--- config.mk ---
export PLATFORM = sky130hd
export DESIGN_NAME = input_fetch_seq
export DESIGN_NICKNAME = d
export VERILOG_FILES = /design/src/rtl/input_fetch_seq.sv
export SDC_FILE = /design/constraint.sdc
export NUM_CORES = 1
export LEC_CHECK = 0
export CAP_MARGIN = 20
export CORE_ASPECT_RATIO = 0.7
export CORE_MARGIN = 2
export CORE_UTILIZATION = 50
export DETAILED_ROUTE_END_ITERATION = 6
export GPL_TIMING_DRIVEN = 0
export PLACE_DENSITY = 0.73
export SLEW_MARGIN = 20
export SYNTH_ARGS = -nofsm -noshare
export SYNTH_HDL_FRONTEND = slang
export SYNTH_SLANG_ARGS = --single-unit
--- constraint.sdc ---
create_clock -name clk -period 6.4 [get_ports clk]
set_input_delay 0.96 -clock clk [delete_from_list [all_inputs] [get_ports clk]]
set_output_delay 0.96 -clock clk [all_outputs]
set_load 0.005 [all_outputs]
--- src/rtl/input_fetch_seq.sv ---
// input_fetch_seq: reads words from the input SRAM into a small prefetch FIFO
// and presents each word for 1, 2 or 4 phases to the input sorting register.
// Ports: clk/reset (async, active high); start, base_addr, num_words,
// weight_bitwidth (latched on start); mem_rd_en/mem_addr/mem_rd_data (SRAM,
// 1-cycle read latency); buffer/state/out_valid/out_ready (phase stream);
// busy, done. Define INPUT_FETCH_PERF_EN to add the stall_cycles counter.
module input_fetch_seq #(
  parameter int ADDR_W     = 10,
  parameter int FIFO_DEPTH = 4,
  parameter int CNT_W      = 16
) (
  input  logic              clk,
  input  logic              reset,
  input  logic              start,
  input  logic [ADDR_W-1:0] base_addr,
  input  logic [CNT_W-1:0]  num_words,
  input  logic [1:0]        weight_bitwidth,
  output logic              mem_rd_en,
  output logic [ADDR_W-1:0] mem_addr,
  input  logic [31:0]       mem_rd_data,
  output logic [31:0]       buffer,
  output logic [1:0]        state,
  output logic              out_valid,
  input  logic              out_ready,
  output logic              busy,
`ifdef INPUT_FETCH_PERF_EN
  output logic [31:0]       stall_cycles,
`endif
  output logic              done
);

  localparam int PW = $clog2(FIFO_DEPTH);
  localparam logic [PW:0] DEPTH_C = FIFO_DEPTH[PW:0];

  typedef enum logic [1:0] {
    IDLE,
    RUN,
    FLUSH
  } fsm_t;

  fsm_t fsm, fsm_nxt;

  logic [CNT_W-1:0] rd_left;
  logic [CNT_W-1:0] out_left;
  logic [1:0]       last_phase;
  logic [1:0]       phase;
  logic [31:0]      fifo_mem [FIFO_DEPTH];
  logic [PW-1:0]    wr_ptr;
  logic [PW-1:0]    rd_ptr;
  logic [PW:0]      count;
  logic             inflight;
  logic             zero_done;
  logic             go;
  logic             push;
  logic             pop;
  logic             accept;
  logic             last_word;

  assign go = start && (fsm == IDLE) && (num_words != '0);

  // Reserve a FIFO slot for the read already in flight so a push
  // can never find the FIFO full.
  assign mem_rd_en = (fsm == RUN) && (rd_left != '0) &&
                     ((count + {{PW{1'b0}}, inflight}) < DEPTH_C);

  assign out_valid = (count != '0);
  assign buffer    = out_valid ? fifo_mem[rd_ptr] : '0;
  assign state     = phase;
  assign busy      = (fsm != IDLE);

  assign accept    = out_valid && out_ready;
  assign pop       = accept && (phase == last_phase);
  assign push      = inflight;
  assign last_word = (out_left == CNT_W'(1));

  assign done = zero_done || ((fsm == FLUSH) && pop && last_word);

  always_comb begin
    fsm_nxt = fsm;
    case (fsm)
      IDLE:    if (go) fsm_nxt = RUN;
      RUN:     if (mem_rd_en && rd_left == CNT_W'(1)) fsm_nxt = FLUSH;
      FLUSH:   if (pop && last_word) fsm_nxt = IDLE;
      default: fsm_nxt = IDLE;
    endcase
  end

  always_ff @(posedge clk or posedge reset) begin
    if (reset) begin
      fsm        <= IDLE;
      rd_left    <= '0;
      out_left   <= '0;
      last_phase <= '0;
      phase      <= '0;
      mem_addr   <= '0;
      wr_ptr     <= '0;
      rd_ptr     <= '0;
      count      <= '0;
      inflight   <= 1'b0;
      zero_done  <= 1'b0;
    end else begin
      fsm       <= fsm_nxt;
      inflight  <= mem_rd_en;
      zero_done <= start && (fsm == IDLE) && (num_words == '0);
      if (go) begin
        mem_addr <= base_addr;
        rd_left  <= num_words;
        out_left <= num_words;
        phase    <= '0;
        case (weight_bitwidth)
          2'b00:   last_phase <= 2'd0;
          2'b01:   last_phase <= 2'd1;
          default: last_phase <= 2'd3;
        endcase
      end else begin
        if (mem_rd_en) begin
          mem_addr <= mem_addr + ADDR_W'(1);
          rd_left  <= rd_left - CNT_W'(1);
        end
        if (pop) begin
          out_left <= out_left - CNT_W'(1);
        end
      end
      if (accept) begin
        phase <= pop ? 2'd0 : phase + 2'd1;
      end
      if (push) wr_ptr <= wr_ptr + PW'(1);
      if (pop)  rd_ptr <= rd_ptr + PW'(1);
      case ({push, pop})
        2'b10:   count <= count + (PW+1)'(1);
        2'b01:   count <= count - (PW+1)'(1);
        default: count <= count;
      endcase
    end
  end

  always_ff @(posedge clk) begin
    if (push) fifo_mem[wr_ptr] <= mem_rd_data;
  end

`ifdef INPUT_FETCH_PERF_EN
  // Back-pressure and starvation are mutually exclusive, so at most
  // one increment per cycle.
  logic stall_ev;
  assign stall_ev = (out_valid && !out_ready) || (busy && !out_valid);

  always_ff @(posedge clk or posedge reset) begin
    if (reset) begin
      stall_cycles <= '0;
    end else if (start && fsm == IDLE) begin
      stall_cycles <= '0;
    end else if (stall_ev && stall_cycles != 32'hFFFF_FFFF) begin
      stall_cycles <= stall_cycles + 32'd1;
    end
  end
`endif

endmodule

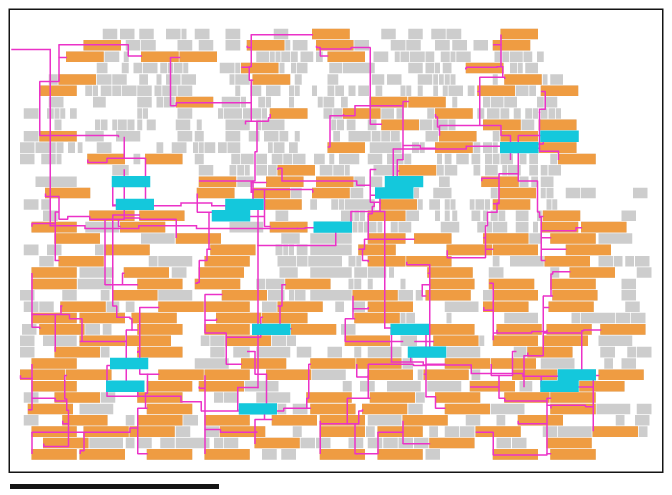
(clock distribution)
The bar under the picture is 50 um long.
- orange: flip-flops (count 185)
- cyan: cells driving clock nets (count 17)
- magenta: clock wires (length 2050 um)
- flops lie: all over the die
- routed clock nets: 18

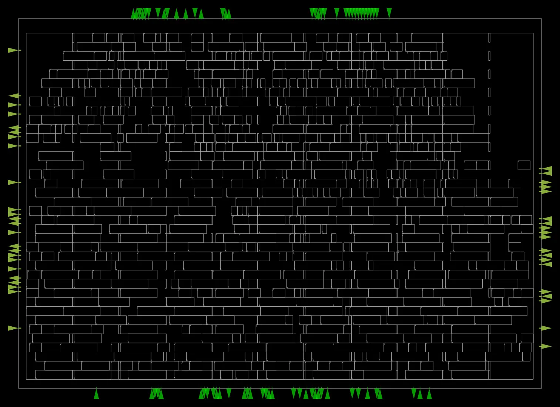
(placement view)
row count: 38
sequential share of cell area: 51.7%
Flop Count: 185

==> report_table.html <==
<p>Metrics extracted from the flow reports.</p>
<table>
<tr><th>Metric</th><th>Value</th></tr>
<tr><th colspan="2">Yosys</th></tr>
<tr><td>Syn avg cell area</td><td>14.6 um2</td></tr>
<tr><td>Number of instances in the synthesized netlist</td><td>554</td></tr>
<tr><td>Mapped Nets</td><td>630</td></tr>
<tr><td>Cell taking the most area after synthesis</td><td>sky130_fd_sc_hd__edfxtp_1</td></tr>
<tr><td>Largest type area fraction</td><td>47.5%</td></tr>
<tr><td>Top area cell types</td><td>sky130_fd_sc_hd__edfxtp_1, sky130_fd_sc_hd__dfrtp_1, sky130_fd_sc_hd__mux4_2</td></tr>
<tr><th colspan="2">Drt</th></tr>
<tr><td>Iter 0 DRT Violations</td><td>395</td></tr>
<tr><td>Number of nets with antenna violations after routing</td><td>0</td></tr>
<tr><td>Pre-Repair DR Iteration Count</td><td>5</td></tr>
<tr><th colspan="2">Cells and area</th></tr>
<tr><td>Post-layout util</td><td>65.2%</td></tr>
<tr><td>Register with the most flip-flops</td><td>fifo_mem</td></tr>
<tr><td>Largest register FFs</td><td>128</td></tr>
<tr><td>Final cell count without fillers</td><td>902</td></tr>
<tr><td>Number of signal-net buffers in the layout</td><td>141</td></tr>
<tr><td>Multi-input comb cells</td><td>325</td></tr>
<tr><td>Number of fill cells in the layout</td><td>1103</td></tr>
<tr><td>Area growth, synth to finish</td><td>25.9%</td></tr>
<tr><th colspan="2">Power</th></tr>
<tr><td>Power spent charging and discharging nets</td><td>0.00145 W</td></tr>
<tr><td>Reported leakage power</td><td>3.58 nW</td></tr>
<tr><td>Biggest power consumer among the groups</td><td>sequential cells</td></tr>
<tr><th colspan="2">Clock tree</th></tr>
<tr><td>Clock root cell</td><td>sky130_fd_sc_hd__clkbuf_16</td></tr>
<tr><td>Clock sinks</td><td>185</td></tr>
<tr><th colspan="2">Floorplan</th></tr>
<tr><td>Die Span Y</td><td>110 um</td></tr>
<tr><td>Placeable Area</td><td>15600 um2</td></tr>
<tr><td>Total die size</td><td>17200 um2</td></tr>
<tr><td>I/O pin total</td><td>112</td></tr>
<tr><th colspan="2">Final timing</th></tr>
<tr><td>Worst Slack Setup Final</td><td>2.23 ns</td></tr>
<tr><td>Sum of negative setup slack</td><td>0 ns</td></tr>
<tr><td>Maximum clock skew at final layout</td><td>0.0105 ns</td></tr>
<tr><td>Share of the cycle needed by the critical path after routing</td><td>65.2%</td></tr>
<tr><th colspan="2">Min path</th></tr>
<tr><td>Type of the worst min-delay path</td><td>reg -&gt; reg</td></tr>
<tr><th colspan="2">Critical path</th></tr>
<tr><td>CP max FO</td><td>7</td></tr>
<tr><td>Crit path largest cell delay</td><td>0.55 ns</td></tr>
<tr><td>Endpoint arrival time on the critical path</td><td>3.21 ns</td></tr>
<tr><td>Critical Path Sink Type</td><td>primary output</td></tr>
<tr><th colspan="2">Placement</th></tr>
<tr><td>Sum of net half-perimeters after detailed placement</td><td>12.3 mm</td></tr>
<tr><th colspan="2">Status</th></tr>
<tr><td>Outcome</td><td>complete, no violations</td></tr>
</table>
==> layout by cell type, fill, tap and decap left out, types with 9 or more instances in the layout <==
cell,n
sky130_fd_sc_hd__clkbuf_16,17
sky130_fd_sc_hd__nor3_1,15
sky130_fd_sc_hd__nand2_1,36
sky130_fd_sc_hd__nor2b_1,33
sky130_fd_sc_hd__a21oi_1,14
sky130_fd_sc_hd__mux4_2,32
sky130_fd_sc_hd__edfxtp_1,128
sky130_fd_sc_hd__inv_1,17
sky130_fd_sc_hd__ha_1,11
sky130_fd_sc_hd__o21ai_0,13
sky130_fd_sc_hd__a221o_1,9
sky130_fd_sc_hd__clkbuf_1,15
sky130_fd_sc_hd__nor4_1,14
sky130_fd_sc_hd__nor2_1,30
sky130_fd_sc_hd__xnor2_1,25
sky130_fd_sc_hd__clkdlybuf4s50_1,111
sky130_fd_sc_hd__dfrtp_1,57
sky130_fd_sc_hd__nand3_1,18
==> worst paths after layout <==
check	start	end	slack, ns	cells past startpoint
min in group asynchronous	reset	mem_addr[0]$_DFFE_PP0P_	0.92	3
hold / removal	last_phase[0]$_DFFE_PP0P_	last_phase[0]$_DFFE_PP0P_	0.51	2
setup reg to reg	state[0]$_DFFE_PP0P_	count[2]$_DFFE_PP0P_	3.84	9
hold reg to reg	last_phase[0]$_DFFE_PP0P_	last_phase[0]$_DFFE_PP0P_	0.51	2
setup / recovery	out_ready	done	2.23	7
max in group asynchronous	reset	out_left[9]$_DFFE_PP0P_	5.20	3
==> metal layers <==
layer | up-vias | part of all wire [%] | track usage, % | routed length [um]
li1 | 2390 | - | - | -
met4 | 0 | 1.0 | 4.95 | 180
met2 | 173 | 48 | 33.3 | 8520
met5 | - | 0 | 0 | 0
met3 | 15 | 6.4 | 5.77 | 1140
met1 | 2688 | 45 | 31.9 | 8030
Power and IR drop assume default switching activity.
